Fig. 1: logic cells by family
Drawn at 4 px/um.
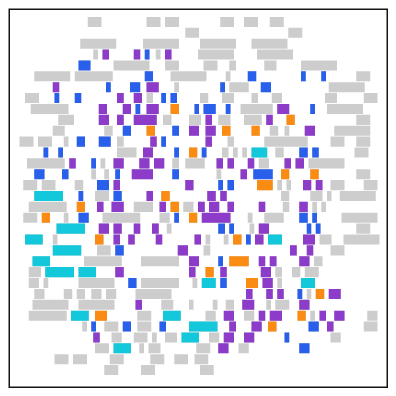
Fig. 2: clock network drawn from the DEF
Drawn at 4 px/um.
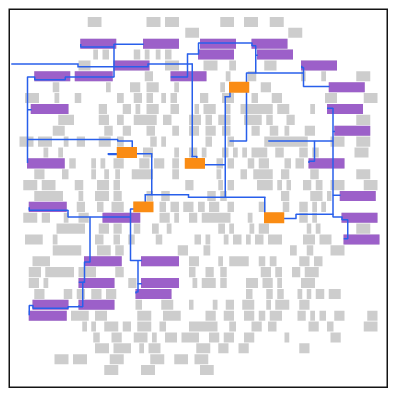
Design ctrl_tag_allocator, sky130hd; sources not shown.
==> results.sh <==
# source this file to load flow results
export IMPL_tightest_slew_ns=0.782
export IMPL_dr_total_vias=2685
export IMPL_dpl_cell_area_um2=3180
export IMPL_worstPathRequired_ns=7.40
export IMPL_synth_seq_cells=30
export IMPL_final_cell_mix="clkdlybuf4s50_1 (38), nand2_1 (30), nor2_1 (24)"
export IMPL_path_clk_slew_ns=0.07
export IMPL_p_leak_nw=1.28
export IMPL_hold_class="reg -> reg"
export IMPL_clockBufferDepth=2
export IMPL_outcome="completed"
export IMPL_n_antenna_cell=0
export IMPL_ff_latch_area_um2=762
export IMPL_clock_cell_area_share_pct=3.31
export IMPL_grt_use_total_pct=21.2
export IMPL_logic_family="AND-OR/OR-AND gates"
export IMPL_seq_share_pct=23.2
export IMPL_power_density_nw_per_um2=163
export IMPL_wl_um=8690
export IMPL_crit_fanout=6
export IMPL_crit_type="in -> reg"
export IMPL_p_seq_w=0.000195
export IMPL_cts_sinks=30
export IMPL_synthTopCellsByCount="nand2_1 (30), nor2_1 (24), a21oi_1 (23)"
export IMPL_design_area_um2=3290
export IMPL_cts_repair_resized=0
export IMPL_dp_cells=458
export IMPL_worstPathCellList="clkdlybuf4s50_1, or4b_4, nand2b_4, maj3_2, nor4_2, nor2b_2, o21ai_1, nand3_1, a31oi_1, o21ai_1, and2_1, fa_1, inv_1, fa_1, fa_1, ha_1, fa_1, xnor2_1, nor2_1"
export IMPL_rsz0062_at_grt="no"
export IMPL_cts_tree="yes"
export IMPL_top_area_share_pct=19.2
export IMPL_worstRegToRegCells=18
export IMPL_ant_nets=0
export IMPL_grt_first_pass_wirelength_um=14500
export IMPL_comb_multi_input_count=271
export IMPL_max_stage_delay_ns=0.52
export IMPL_fin_crit_ns=6.16
export IMPL_async_reset_ff_share_pct=100
export IMPL_cp_start_kind="input pin"
export IMPL_edf_count=0
Notes on Fig. 1 above:
Key: adder and majority cells = cyan [cells 16]; AND and OR gates = orange [cells 23]; inverting AOI/OAI gates = purple [cells 91]; NAND gates = blue [cells 61]
most common logic cell in the routed design: clkdlybuf4s50_1
Cell Count, Final, Fillers Out: 466
Comb/total area: 56.0%

Notes on Fig. 2 above:
Key: clock wires = blue [length 536 um]; flip-flops = purple [count 30]; cells driving clock nets = orange [count 5]
There are 6 routed clock nets. Position of the flops: widely spread.
clock-net power: 0.000169 W
clock network power share: 31.7%
clock latency at the later pin of the worst-skew pair: 0.29 ns

==> critical path, delay by kind of cell <==
family | cells | cell delay (ns)
adder cells (fa/ha/maj) | 6 | 2.48
AND-OR/OR-AND | 3 | 0.62
AND/OR/NAND/NOR | 7 | 1.58
buffers and inverters | 2 | 0.57
XOR/XNOR | 1 | 0.16
==> through the flow <==
stage / utilization (%) / power, W
after CTS: 40.4 / 0.000541
final: 40.4 / 0.000534
after global placement: 39.1 / 0.000366
after floorplan: - / 0.000301
after global routing: 40.4 / 0.000571
after detailed placement: 39.1 / 0.000369
==> metal layers <==
metal  vias to the layer above  part of all wire (%)  track usage (%)
li1                       1291                     -                -
met1                      1336                    46             26.9
met2                        45                    49             37.3
met3                        13                   3.2             4.13
met4                         0                   1.5             4.48
met5                         -                     0                0
Power is estimated from default activity; no workload was simulated.
